Clock wires, drivers and flops:
(2 px per um)
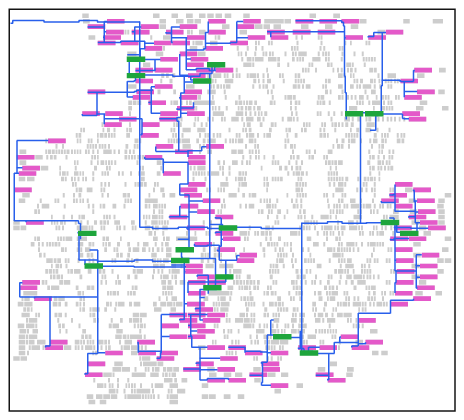
Metal layers overlaid:
(1 px per um)
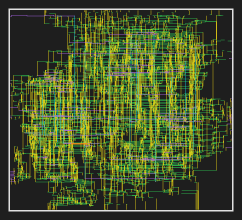
Signal wires on met3:
(2 px per um)
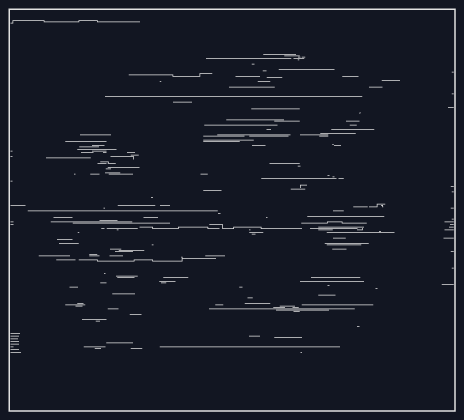
[config.mk]
export PLATFORM = sky130hd
export DESIGN_NAME = fp8_mac_pe
export DESIGN_NICKNAME = d
export VERILOG_FILES = /design/src/rtl/fp8_pkg.sv /design/src/rtl/fp8_product_align.sv /design/src/rtl/fp8_mac_pe.sv
export SDC_FILE = /design/constraint.sdc
export NUM_CORES = 1
export LEC_CHECK = 0
export ABC_AREA = 1
export ABC_CLOCK_PERIOD_IN_PS = 4300
export CORE_ASPECT_RATIO = 0.9
export CORE_UTILIZATION = 30
export CTS_BUF_LIST = sky130_fd_sc_hd__clkbuf_4 sky130_fd_sc_hd__clkbuf_8 sky130_fd_sc_hd__clkbuf_16
export CTS_CLUSTER_SIZE = 24
export DETAILED_ROUTE_END_ITERATION = 16
export GPL_ROUTABILITY_DRIVEN = 1
export GPL_TIMING_DRIVEN = 0
export PLACE_DENSITY = 0.51
export SETUP_SLACK_MARGIN = 0.4
export SLEW_MARGIN = 20
export SYNTH_ARGS = -nofsm -noshare
export SYNTH_HDL_FRONTEND = slang
export SYNTH_HIERARCHICAL = 1
export SYNTH_SLANG_ARGS = --single-unit
export TNS_END_PERCENT = 100
[constraint.sdc]
create_clock -name clk -period 4.3 [get_ports clk]
set_input_delay 0.86 -clock clk [delete_from_list [all_inputs] [get_ports clk]]
set_output_delay 0.86 -clock clk [all_outputs]
set_load 0.01 [all_outputs]
[src/rtl/fp8_pkg.sv]
// Shared definitions for the FP8 (E4M3) multiply-accumulate datapath.
// Contents: format constants, NaN encoding, decoded-operand bundle type and
// a NaN test helper. The NaN encoding is only acted on when FP8_MAC_NAN_EN
// is defined.
package fp8_pkg;

    localparam int E4M3_BIAS   = 7;
    localparam int ACC_LSB_EXP = -18;   // accumulator LSB weight is 2^ACC_LSB_EXP
    localparam int SHIFT_W     = 5;
    localparam int PROD_W      = 8;

    localparam logic [3:0] NAN_EXP  = 4'hF;
    localparam logic [2:0] NAN_MANT = 3'b111;

    // Decoded operand: mant[3] is the hidden bit (0 for denormals)
    typedef struct packed {
        logic       sign;
        logic [3:0] exp;
        logic [3:0] mant;
    } fp8_dec_t;

    function automatic logic is_nan(fp8_dec_t op);
        return (op.exp == NAN_EXP) && (op.mant[2:0] == NAN_MANT);
    endfunction

endpackage

[src/rtl/fp8_product_align.sv]
// Stages S1 and S2 of the FP8 MAC processing element.
// S1 registers the exact 8-bit mantissa product, the 5-bit alignment shift
// and the product sign; S2 registers the aligned, signed ACC_W-bit term.
// Ports:
//   clk, rst_n            clock, async active-low reset
//   in_valid/first/last   beat qualifiers from the decoder
//   a, b                  decoded operands
//   t_valid/t_first/t_last qualifiers aligned with t_term (S2)
//   t_term                signed two's-complement term, LSB weight 2^-18
//   t_nan                 (FP8_MAC_NAN_EN only) term came from a NaN operand
module fp8_product_align
    import fp8_pkg::*;
#(
    parameter int ACC_W = 48
) (
    input  logic             clk,
    input  logic             rst_n,
    input  logic             in_valid,
    input  logic             first,
    input  logic             last,
    input  fp8_dec_t         a,
    input  fp8_dec_t         b,
    output logic             t_valid,
    output logic             t_first,
    output logic             t_last,
    output logic [ACC_W-1:0] t_term
`ifdef FP8_MAC_NAN_EN
    ,
    output logic             t_nan
`endif
);

    logic [3:0]         ea_eff;
    logic [3:0]         eb_eff;
    logic [PROD_W-1:0]  p_c;
    logic [SHIFT_W-1:0] s_c;

    logic               s1_valid;
    logic               s1_first;
    logic               s1_last;
    logic               s1_sign;
    logic [PROD_W-1:0]  s1_p;
    logic [SHIFT_W-1:0] s1_s;
    logic [ACC_W-1:0]   mag;

`ifdef FP8_MAC_NAN_EN
    logic               nan_c;
    logic               s1_nan;
`endif

    always_comb begin
        ea_eff = (a.exp == 4'd0) ? 4'd1 : a.exp;
        eb_eff = (b.exp == 4'd0) ? 4'd1 : b.exp;
        p_c    = {4'd0, a.mant} * {4'd0, b.mant};
        // e_eff >= 1 on both sides, so the sum minus 2 never underflows
        s_c    = {1'b0, ea_eff} + {1'b0, eb_eff} - 5'd2;
`ifdef FP8_MAC_NAN_EN
        nan_c  = is_nan(a) | is_nan(b);
        if (nan_c) begin
            p_c = '0;
        end
`endif
    end

    always_ff @(posedge clk or negedge rst_n) begin
        if (!rst_n) begin
            s1_valid <= 1'b0;
            s1_first <= 1'b0;
            s1_last  <= 1'b0;
            s1_sign  <= 1'b0;
            s1_p     <= '0;
            s1_s     <= '0;
`ifdef FP8_MAC_NAN_EN
            s1_nan   <= 1'b0;
`endif
        end else begin
            s1_valid <= in_valid;
            s1_first <= first;
            s1_last  <= last;
            s1_sign  <= a.sign ^ b.sign;
            s1_p     <= p_c;
            s1_s     <= s_c;
`ifdef FP8_MAC_NAN_EN
            s1_nan   <= nan_c;
`endif
        end
    end

    // Largest magnitude is 225 << 28 (< 2^36), which fits any legal ACC_W
    assign mag = {{(ACC_W-PROD_W){1'b0}}, s1_p} << s1_s;

    always_ff @(posedge clk or negedge rst_n) begin
        if (!rst_n) begin
            t_valid <= 1'b0;
            t_first <= 1'b0;
            t_last  <= 1'b0;
            t_term  <= '0;
`ifdef FP8_MAC_NAN_EN
            t_nan   <= 1'b0;
`endif
        end else begin
            t_valid <= s1_valid;
            t_first <= s1_first;
            t_last  <= s1_last;
            // Negating a zero magnitude yields zero, so -0 never appears
            t_term  <= s1_sign ? ('0 - mag) : mag;
`ifdef FP8_MAC_NAN_EN
            t_nan   <= s1_nan;
`endif
        end
    end

endmodule

[src/rtl/fp8_mac_pe.sv]
// Pipelined E4M3 multiply-accumulate processing element.
// S1/S2 live in fp8_product_align; this module holds the saturating
// accumulator (S3) and the result register. Latency from an accepted
// last beat to out_valid is 4 cycles; one pair accepted per valid cycle.
// Optional feature macro: FP8_MAC_NAN_EN adds NaN detection and the nan port.
// Ports:
//   clk, rst_n                    clock, async active-low reset
//   in_valid, first, last         beat qualifiers
//   a_sign/a_exp/a_mant, b_*      decoded operands (mant[3] = hidden bit)
//   out_valid                     one-cycle pulse per completed run
//   acc_out                       signed run result, LSB weight 2^-18, held
//   ovf                           run saturated at least once, held
//   nan                           (FP8_MAC_NAN_EN only) run saw a NaN operand
module fp8_mac_pe
    import fp8_pkg::*;
#(
    parameter int ACC_W = 48
) (
    input  logic             clk,
    input  logic             rst_n,
    input  logic             in_valid,
    input  logic             first,
    input  logic             last,
    input  logic             a_sign,
    input  logic [3:0]       a_exp,
    input  logic [3:0]       a_mant,
    input  logic             b_sign,
    input  logic [3:0]       b_exp,
    input  logic [3:0]       b_mant,
    output logic             out_valid,
    output logic [ACC_W-1:0] acc_out,
    output logic             ovf
`ifdef FP8_MAC_NAN_EN
    ,
    output logic             nan
`endif
);

    localparam logic [ACC_W-1:0] ACC_MAX = {1'b0, {(ACC_W-1){1'b1}}};
    localparam logic [ACC_W-1:0] ACC_MIN = {1'b1, {(ACC_W-1){1'b0}}};

    fp8_dec_t         op_a;
    fp8_dec_t         op_b;
    logic             t_valid;
    logic             t_first;
    logic             t_last;
    logic [ACC_W-1:0] t_term;

    logic [ACC_W-1:0] acc;
    logic             ovf_sticky;
    logic             s3_last;
    logic [ACC_W:0]   sum_ext;
    logic             sat_hi;
    logic             sat_lo;
    logic [ACC_W-1:0] acc_sum;

`ifdef FP8_MAC_NAN_EN
    logic             t_nan;
    logic             nan_sticky;
`endif

    assign op_a = {a_sign, a_exp, a_mant};
    assign op_b = {b_sign, b_exp, b_mant};

    fp8_product_align #(
        .ACC_W (ACC_W)
    ) u_align (
        .clk      (clk),
        .rst_n    (rst_n),
        .in_valid (in_valid),
        .first    (first),
        .last     (last),
        .a        (op_a),
        .b        (op_b),
        .t_valid  (t_valid),
        .t_first  (t_first),
        .t_last   (t_last),
        .t_term   (t_term)
`ifdef FP8_MAC_NAN_EN
        ,
        .t_nan    (t_nan)
`endif
    );

    // One guard bit: overflow shows as disagreement of the top two bits
    always_comb begin
        sum_ext = {acc[ACC_W-1], acc} + {t_term[ACC_W-1], t_term};
        sat_hi  = ~sum_ext[ACC_W] &  sum_ext[ACC_W-1];
        sat_lo  =  sum_ext[ACC_W] & ~sum_ext[ACC_W-1];
        if (sat_hi) begin
            acc_sum = ACC_MAX;
        end else if (sat_lo) begin
            acc_sum = ACC_MIN;
        end else begin
            acc_sum = sum_ext[ACC_W-1:0];
        end
    end

    always_ff @(posedge clk or negedge rst_n) begin
        if (!rst_n) begin
            acc        <= '0;
            ovf_sticky <= 1'b0;
            s3_last    <= 1'b0;
`ifdef FP8_MAC_NAN_EN
            nan_sticky <= 1'b0;
`endif
        end else begin
            s3_last <= t_valid & t_last;
            if (t_valid) begin
                if (t_first) begin
                    // A lone term always fits, so a load can never saturate
                    acc        <= t_term;
                    ovf_sticky <= 1'b0;
`ifdef FP8_MAC_NAN_EN
                    nan_sticky <= t_nan;
`endif
                end else begin
                    acc        <= acc_sum;
                    ovf_sticky <= ovf_sticky | sat_hi | sat_lo;
`ifdef FP8_MAC_NAN_EN
                    nan_sticky <= nan_sticky | t_nan;
`endif
                end
            end
        end
    end

    // Copies the accumulator one edge after the last beat landed in it, so a
    // new run's first beat can overwrite acc on the same edge safely.
    always_ff @(posedge clk or negedge rst_n) begin
        if (!rst_n) begin
            out_valid <= 1'b0;
            acc_out   <= '0;
            ovf       <= 1'b0;
`ifdef FP8_MAC_NAN_EN
            nan       <= 1'b0;
`endif
        end else begin
            out_valid <= s3_last;
            if (s3_last) begin
                acc_out <= acc;
                ovf     <= ovf_sticky;
`ifdef FP8_MAC_NAN_EN
                nan     <= nan_sticky;
`endif
            end
        end
    end

endmodule

==> results.py <==
# Flow results
metrics = {
    "power": {
        "internal_power_uw": 6290,
        "p_leak_uw": 0.00790,
        "pg_seq_uw": 2850,
        "p_sw_uw": 6860,
        "powerDensity_nw_per_um2": 867,
        "p_comb_uw": 8630,
    },
    "place": {
        "dpl.hpwl_um": 37000,
        "gp_congestion": 0.939,
        "dp_slack_ns": 0.491,
    },
    "synthesis": {
        "synth_dominant_cell_count": "nand2_1",
        "synthesis.area_um2": 13100,
        "topCellsByArea": "dfrtp_1 32%, nand2_1 21%, ha_1 6.5%, nor2_1 6.5%, inv_1 5.9%",
        "ys.flops": 168,
        "ys_top_logic_family": "simple AND/OR/NAND/NOR gates",
        "yosys_cells": 1932,
        "common_cells": "740 x nand2_1, 225 x nor2_1, 207 x inv_1",
        "ys_area_um2": 13100,
        "yosysTopAreaCellShare_pct": 32.1,
        "syn_nets": 2029,
        "syn_avg_cell_area_um2": 6.77,
        "yosysUniqueCellTypes": 46,
        "postSynthCellCount": 1932,
        "ys_seq_share_pct": 32.1,
        "aoi_share_pct": 6.12,
        "muxShareOfSynthArea_pct": 4.05,
        "async_flop_share_pct": 100,
    },
    "critical_path": {
        "crit_family": "adder cells",
        "crit_type": "in -> reg",
        "path_buffers": 2,
        "start_kind": "input port",
        "required_ns": 4.68,
        "cp-startpoint": "b_mant[3]",
        "r2r-start": "acc[0]",
        "critPathSlowestCell": "clkdlybuf4s50_1",
        "crit_end": "u_align/s1_p[7]",
        "rrSetupSlack_ns": 1.03,
        "critical_path.max_stage_delay_ns": 0.54,
    },
    "final_timing": {
        "worst_pin_slew_ns": 1.01,
        "min_period_ns": 3.30,
        "rsz0062_at_grt": "no",
        "relSlewSlack_pct": 32.7,
        "fin_crit_sh_pct": 76.7,
        "setup_ws_ns": 1.00,
    },
    "status": {
        "status": "complete, no violations",
    },
    "floorplan": {
        "chipArea_um2": 44400,
        "coreArea_um2": 43000,
        "rows": 72,
        "io_pins": 73,
        "fp_util_pct": 30.4,
    },
    "hold_path": {
        "whs_path_depth": 0,
        "worstHoldStart": "u_align/s1_valid",
        "hold_class": "reg -> reg",
        "min_to": "u_align/t_valid",
    },
    "cells_and_area": {
        "drive_above_1_share_pct": 8.20,
        "clockNetworkAreaShare_pct": 4.18,
        "areaGrowthSynthToFinish_pct": 15.9,
        "mostFrequentLayoutCells": "740 x nand2_1, 225 x nor2_1, 207 x inv_1, 168 x dfrtp_1, 110 x nand3_1",
        "nets": 2121,
        "ff_latch_area_um2": 4200,
        "logic_gates": 1496,
        "diodes": 0,
        "sh_comb_area_pct": 51.3,
        "final_common_cell": "nand2_1",
        "clockBufferCount": 21,
        "bufAreaShareNonClock_pct": 6.88,
        "fillers": 4664,
        "inverters": 216,
        "largest_cell_class": "logic gates",
        "num-nonclk-buffers": 125,
        "utilization_pct": 35.3,
        "final-comb-area_um2": 7770,
    },
    "clocking": {
        "post_cts_buffers": 0,
        "cts_max_path_buffers": 2,
        "cts_hold_buf": 0,
        "ctsResizeCount": 0,
    },
    "run": {
        "openroad.warnings": 26,
        "maxCapViolCount": 0,
    },
    "global_routing": {
        "top_usage_layer": "met2",
        "gr-usage-met3_pct": 3.18,
        "grt_max_degree": 96,
    },
    "detailed_routing": {
        "vias_per_cell": 4.81,
        "vias": 12475,
        "drt-initial-drc-count": 1096,
    },
}
-- 'clock wires, drivers and flops' (at the start) --
[clock wires] blue | length: 2600 um
[flip-flops] magenta | count: 168
[clock drivers] green | count: 17
routed clock nets: 18
flops lie: widely spread
clock share of power: 12.7%
insertion delay to the later sink of the worst-skew pair: 0.46 ns
clock network power: 1670 uW
Final Skew: 0.0150 ns

-- 'metal layers overlaid' (at the start) --
| layer | color | wire length |
|---|---|---|
| metal 2 | yellow | 19600 um |
| metal 4 | cyan | 1180 um |
| metal 3 | purple | 2290 um |
| metal 5 | orange | 14.7 um |
| metal 1 | green | 21.7 mm |
final WL: 44800 um
DR WL/cell: 17.3 um
All-Layer GR Usage: 20.9%

-- 'signal wires on met3' (at the start) --
longest straight run: 128 um
nets with wire on the layer: 153
share of all routed wire: 5.1%

## flip-flops by register name, summed over array words and instances (netlist names)
register / count
acc: 48
acc_out: 48
u_align/t_term: 48
u_align/s1_p: 8
u_align/s1_s: 5
out_valid: 1
ovf: 1
ovf_sticky: 1
s3_last: 1
u_align/s1_first: 1
u_align/s1_last: 1
u_align/s1_sign: 1
u_align/s1_valid: 1
u_align/t_first: 1
u_align/t_last: 1
u_align/t_valid: 1
## per-stage QoR
stage                     total power (uW)  setup TNS [ns]  hold slack (ns)  instance area, um2  cells
after global routing                 14400               0            0.363               15200   2592
after CTS                            13200               0            0.353               15200   2592
after global placement               11400         -809.30            0.336               14500   2559
after detailed placement             11400               0            0.338               14500   2560
final                                13200               0            0.351               15200   2592
after floorplan                       8530               0            0.331               13100   1932
Power and IR drop assume default switching activity.
